$ cat config.mk
export PLATFORM = sky130hd
export DESIGN_NAME = ft2232_fifo_arbiter
export DESIGN_NICKNAME = d
export VERILOG_FILES = /design/src/rtl/ft2232_fifo_arbiter.sv
export SDC_FILE = /design/constraint.sdc
export NUM_CORES = 1
export LEC_CHECK = 0
export CAP_MARGIN = 10
export CORE_AREA = 2 2 86 88
export CTS_CLUSTER_DIAMETER = 200
export DETAILED_ROUTE_END_ITERATION = 10
export DIE_AREA = 0 0 88 90
export PLACE_DENSITY = 0.49
export SYNTH_ARGS = -nofsm -noshare
export SYNTH_HDL_FRONTEND = slang
export SYNTH_SLANG_ARGS = --single-unit
$ cat constraint.sdc
create_clock -name fifo_clk_i -period 2.6 [get_ports fifo_clk_i]
set_input_delay 0.52 -clock fifo_clk_i [delete_from_list [all_inputs] [get_ports fifo_clk_i]]
set_output_delay 0.52 -clock fifo_clk_i [all_outputs]
set_load 0.05 [all_outputs]
$ cat src/rtl/ft2232_fifo_arbiter.sv
// ft2232_fifo_arbiter
// -------------------
// Shares the single FT2232H 245-synchronous FIFO bus between the host->FPGA
// receive stream and the FPGA->host transmit stream. Lives in the
// FT2232-sourced fifo_clk domain directly behind the tristate pad. Sequences
// the bus direction, inserts turnaround cycles, limits the burst length per
// grant so neither direction starves the other, and absorbs the read pipeline
// overrun in a 2-entry skid buffer.
//
// Optional feature macro: FT2232_SIWU_FLUSH_EN
//   defined   : after TX activity goes quiet for SIWU_IDLE_CYCLES cycles,
//               fifo_siwu_o pulses low once (IDLE/TURN only) to flush the
//               FT2232 transmit buffer to the host.
//   undefined : fifo_siwu_o is tied high.
//
// Ports
//   fifo_clk_i        FT2232 60 MHz FIFO clock (only clock)
//   reset_n_i         asynchronous active-low reset
//   fifo_rxf_n_i      FT2232 holds RX data (active low)
//   fifo_txe_n_i      FT2232 can accept TX data (active low)
//   fifo_data_i       bus input from the pad
//   fifo_data_o       bus output to the pad
//   fifo_data_oe_o    pad drive enable, 1 = FPGA drives
//   fifo_oe_n_o       FT2232 output enable (active low)
//   fifo_rd_n_o       FT2232 read strobe (active low, registered)
//   fifo_wr_n_o       FT2232 write strobe (active low)
//   fifo_siwu_o       FT2232 send-immediate (active low)
//   rx_data_o/rx_valid_o/rx_ready_i   receive byte stream
//   tx_data_i/tx_valid_i/tx_ready_o   transmit byte stream

module ft2232_fifo_arbiter #(
    parameter int RX_BURST_MAX     = 64,
    parameter int TX_BURST_MAX     = 64,
    parameter int SIWU_IDLE_CYCLES = 32
) (
    input  logic       fifo_clk_i,
    input  logic       reset_n_i,
    input  logic       fifo_rxf_n_i,
    input  logic       fifo_txe_n_i,
    input  logic [7:0] fifo_data_i,
    output logic [7:0] fifo_data_o,
    output logic       fifo_data_oe_o,
    output logic       fifo_oe_n_o,
    output logic       fifo_rd_n_o,
    output logic       fifo_wr_n_o,
    output logic       fifo_siwu_o,
    output logic [7:0] rx_data_o,
    output logic       rx_valid_o,
    input  logic       rx_ready_i,
    input  logic [7:0] tx_data_i,
    input  logic       tx_valid_i,
    output logic       tx_ready_o
);

    localparam int RXW = $clog2(RX_BURST_MAX + 1);
    localparam int TXW = $clog2(TX_BURST_MAX + 1);
    localparam logic [RXW-1:0] RX_MAX_C = RXW'(RX_BURST_MAX);
    localparam logic [TXW-1:0] TX_MAX_C = TXW'(TX_BURST_MAX);

    if (RX_BURST_MAX < 1 || TX_BURST_MAX < 1 || SIWU_IDLE_CYCLES < 1) begin : g_bad_params
        $error("ft2232_fifo_arbiter: burst limits and SIWU idle count must be >= 1");
    end

    typedef enum logic [2:0] {
        ST_IDLE,
        ST_RX_OE,
        ST_RX_READ,
        ST_TX_WRITE,
        ST_TURN
    } state_t;

    state_t         state_q, state_d;
    logic           rd_n_q, rd_n_d;
    logic           last_tx_q, last_tx_d;      // 1 = last grant went to TX
    logic [RXW-1:0] rx_burst_q, rx_burst_d;
    logic [TXW-1:0] tx_burst_q, tx_burst_d;

    logic [7:0]     skid_mem_q [2];
    logic           skid_wr_ptr_q;
    logic           skid_rd_ptr_q;
    logic [1:0]     skid_cnt_q, skid_cnt_d;

    logic           push;
    logic           pop;
    logic           tx_xfer;
    logic           rx_req;
    logic           tx_req;
    logic           rd_ok;
    logic [RXW-1:0] rx_burst_inc;
    logic [TXW-1:0] tx_burst_inc;

    // A byte lands in the skid on every edge where our read strobe meets
    // valid data from the FT2232.
    assign push = (state_q == ST_RX_READ) && !rd_n_q && !fifo_rxf_n_i;
    assign pop  = rx_valid_o && rx_ready_i;

    assign skid_cnt_d   = skid_cnt_q + {1'b0, push} - {1'b0, pop};
    assign rx_burst_inc = rx_burst_q + RXW'(push);

    // Keep reading only if the skid can still take the byte that the next
    // strobe will return, which is what makes overflow impossible.
    assign rd_ok = !fifo_rxf_n_i && (skid_cnt_d <= 2'd1) && (rx_burst_inc < RX_MAX_C);

    assign rx_req = !fifo_rxf_n_i && (skid_cnt_q == 2'd0);
    assign tx_req = tx_valid_i && !fifo_txe_n_i;

    assign tx_ready_o   = (state_q == ST_TX_WRITE) && !fifo_txe_n_i && (tx_burst_q < TX_MAX_C);
    assign tx_xfer      = tx_valid_i && tx_ready_o;
    assign tx_burst_inc = tx_burst_q + TXW'(tx_xfer);

    always_comb begin
        state_d    = state_q;
        rd_n_d     = 1'b1;
        last_tx_d  = last_tx_q;
        rx_burst_d = rx_burst_inc;
        tx_burst_d = tx_burst_inc;

        case (state_q)
            ST_IDLE: begin
                // On contention the direction opposite the last grant wins.
                if (rx_req && (!tx_req || last_tx_q)) begin
                    state_d    = ST_RX_OE;
                    last_tx_d  = 1'b0;
                    rx_burst_d = '0;
                end else if (tx_req) begin
                    state_d    = ST_TX_WRITE;
                    last_tx_d  = 1'b1;
                    tx_burst_d = '0;
                end
            end
            ST_RX_OE: begin
                state_d = ST_RX_READ;
                rd_n_d  = !rd_ok;
            end
            ST_RX_READ: begin
                // A high strobe means nothing was pushed this edge, so the
                // read pipeline is drained and the bus can be released.
                if (rd_n_q) begin
                    state_d = ST_TURN;
                end else begin
                    rd_n_d = !rd_ok;
                end
            end
            ST_TX_WRITE: begin
                if (!tx_valid_i || fifo_txe_n_i || (tx_burst_inc >= TX_MAX_C)) begin
                    state_d = ST_TURN;
                end
            end
            ST_TURN: begin
                state_d = ST_IDLE;
            end
            default: begin
                state_d = ST_IDLE;
            end
        endcase
    end

    always_ff @(posedge fifo_clk_i or negedge reset_n_i) begin
        if (!reset_n_i) begin
            state_q    <= ST_IDLE;
            rd_n_q     <= 1'b1;
            last_tx_q  <= 1'b1;
            rx_burst_q <= '0;
            tx_burst_q <= '0;
        end else begin
            state_q    <= state_d;
            rd_n_q     <= rd_n_d;
            last_tx_q  <= last_tx_d;
            rx_burst_q <= rx_burst_d;
            tx_burst_q <= tx_burst_d;
        end
    end

    always_ff @(posedge fifo_clk_i or negedge reset_n_i) begin
        if (!reset_n_i) begin
            skid_mem_q[0] <= 8'h00;
            skid_mem_q[1] <= 8'h00;
            skid_wr_ptr_q <= 1'b0;
            skid_rd_ptr_q <= 1'b0;
            skid_cnt_q    <= 2'd0;
        end else begin
            if (push) begin
                skid_mem_q[skid_wr_ptr_q] <= fifo_data_i;
                skid_wr_ptr_q             <= ~skid_wr_ptr_q;
            end
            if (pop) begin
                skid_rd_ptr_q <= ~skid_rd_ptr_q;
            end
            skid_cnt_q <= skid_cnt_d;
        end
    end

    assign rx_valid_o = (skid_cnt_q != 2'd0);
    assign rx_data_o  = skid_mem_q[skid_rd_ptr_q];

    // Pad controls decode straight from registered state, so the drive enable
    // and FT2232 output enable can never be active together.
    assign fifo_oe_n_o    = !((state_q == ST_RX_OE) || (state_q == ST_RX_READ));
    assign fifo_rd_n_o    = rd_n_q;
    assign fifo_data_oe_o = (state_q == ST_TX_WRITE);
    assign fifo_data_o    = fifo_data_oe_o ? tx_data_i : 8'h00;
    assign fifo_wr_n_o    = !tx_xfer;

`ifdef FT2232_SIWU_FLUSH_EN
    localparam int SIW = $clog2(SIWU_IDLE_CYCLES + 1);
    localparam logic [SIW-1:0] SIWU_MAX_C = SIW'(SIWU_IDLE_CYCLES);

    logic [SIW-1:0] idle_cnt_q, idle_cnt_d;
    logic           siwu_armed_q, siwu_armed_d;
    logic           siwu_fire;

    // The counter saturates at the threshold and waits there until the bus
    // is in IDLE or TURN, so a flush never lands in the middle of a burst.
    assign siwu_fire = siwu_armed_q && !tx_xfer && (idle_cnt_q == SIWU_MAX_C) &&
                       ((state_q == ST_IDLE) || (state_q == ST_TURN));

    always_comb begin
        idle_cnt_d   = idle_cnt_q;
        siwu_armed_d = siwu_armed_q;
        if (tx_xfer) begin
            idle_cnt_d   = '0;
            siwu_armed_d = 1'b1;
        end else if (siwu_fire) begin
            siwu_armed_d = 1'b0;
        end else if (siwu_armed_q && (idle_cnt_q < SIWU_MAX_C)) begin
            idle_cnt_d = idle_cnt_q + 1'b1;
        end
    end

    always_ff @(posedge fifo_clk_i or negedge reset_n_i) begin
        if (!reset_n_i) begin
            idle_cnt_q   <= '0;
            siwu_armed_q <= 1'b0;
        end else begin
            idle_cnt_q   <= idle_cnt_d;
            siwu_armed_q <= siwu_armed_d;
        end
    end

    assign fifo_siwu_o = !siwu_fire;
`else
    assign fifo_siwu_o = 1'b1;
`endif

endmodule

### Cell placement

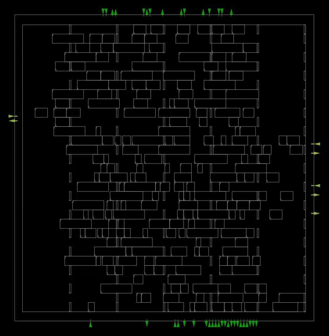
fin util: 39.4%
Placement Rows: 31

### Placed cells, one colour a class

Scale bar: 20 µm.
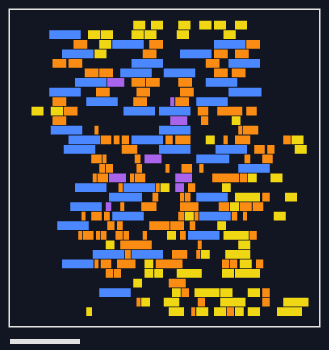
colour	class	cells
orange	remaining logic cells	115
blue	registers	39
purple	clock drivers and dummy loads	8
yellow	remaining buffers and delay cells	59
Core Area: 7020 µm²
sequential cell area share: 35.4%
fin area: 2770 µm²

### Clock wires, drivers and flops

Scale bar: 20 µm.
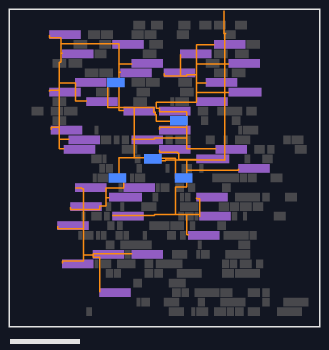
[orange] clock wires | length: 541 µm
[purple] flip-flops | count: 39
[blue] clock-net drivers | count: 5
routed clock nets	6
Latency at later pin: 0.29 ns
Clock Power Share: 15.3%
skew final: 0.00822 ns
Clock group: 403 µW

### Signal wires on met2

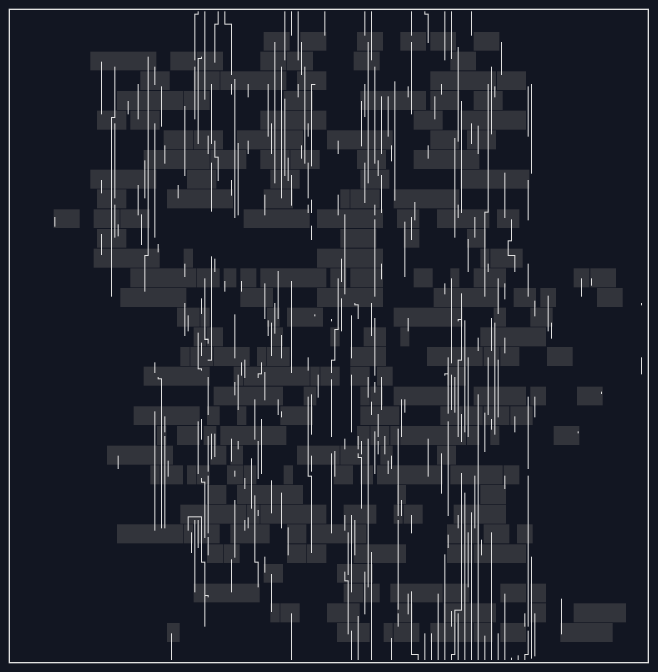
longest straight run	36.5 µm
wire length on this layer	1790 µm

### Gate-type map

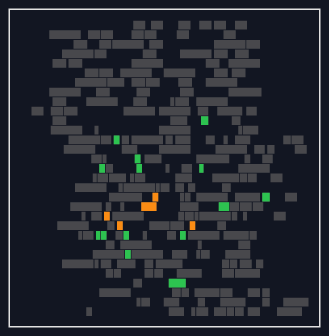
colour	family	cells
green	nand cells	14
orange	aoi and oai cells	5
final cell count without fillers: 320
Commonest Layout Cell: dfrtp_1
Comb/total area: 33.5%

==> flow_summary.ini <==
; physical design summary
[worst_setup_path]
cpMaxStageDelayCell = clkdlybuf4s50_1
reg2reg_depth = 8
cp-end-kind = output pin
slowest_delay_ns = 0.70
rr_endpoint = state_q[1]$_DFFE_PN0P_
start_kind = register
path_buffers = 1
r2r_setup_slack_ns = 0.34
crit_family = buffers and inverters
worstSetupEndpoint = rx_data_o[6]

[yosys]
yosysMostFrequentCell = dfrtp_1
topCellsByArea = dfrtp_1 (49%), mux2_2 (13%), xor2_1 (4.2%)
synth.cellmix.adderShare_pct = 3.98
ys_ff = 39
yosys_warnings = 0
ys_sh_aoi_pct = 2.32
async_flop_share_pct = 100
edf_count = 0

[final_timing]
period_used_pct = 92.4
setup_violations = 0
timing.fmax_mhz = 416

[clocking]
clkSinkCount = 39
cts_made_buffers = 5
cts_tree = built

[grt]
grt_max_degree = 40
antenna_found_initial = 0

[drt]
wirelength_um = 3670
ant_nets = 0
drtIter0Drc = 41
vias_per_cell = 4.14
drc = 0

[place]
place_ws_ns = -0.351

[floorplanning]
die_x_um = 88
fp_util_pct = 26.9
die-area_um2 = 7920

[job]
maxCapViolCount = 0

[layout]
top_regs = skid_mem_q x16, rx_burst_q x7, tx_burst_q x7
diodes = 0
syn2layout_area_growth_pct = 46.5
num-fill-cells = 679
final_nets = 248

[run_status]
status = completed
-- layout make-up --
cell class	instances	area [µm²]	share of cell area, %
repair buffers	59	636	23.0
multi-input cells	111	926	33.5
clock buffers	6	72.6	2.62
flip-flops and latches	39	980	35.4
inverters	4	15.0	0.543
well taps	99	124	4.48
clock inverters	2	12.5	0.452
-- layer usage --
layer  track usage, %  share of wire (%)
met5                0                  0
met4             3.46                1.4
met3             2.11                2.5
met2             15.9                 49
met1             13.6                 47
-- where the power goes --
| group | switching, µW | internal, µW |
|---|---|---|
| logic | 732 | 587 |
| clock network | 216 | 188 |
| registers | 130 | 791 |
-- repair_timing --
item / CTS / global route
pin swaps: 0 / 4
endpoints found under the setup margin: 1 / 5
buffers inserted: 0 / 2
resized: 1 / 9
No activity file was given, so power comes from the tool's default toggle rates.
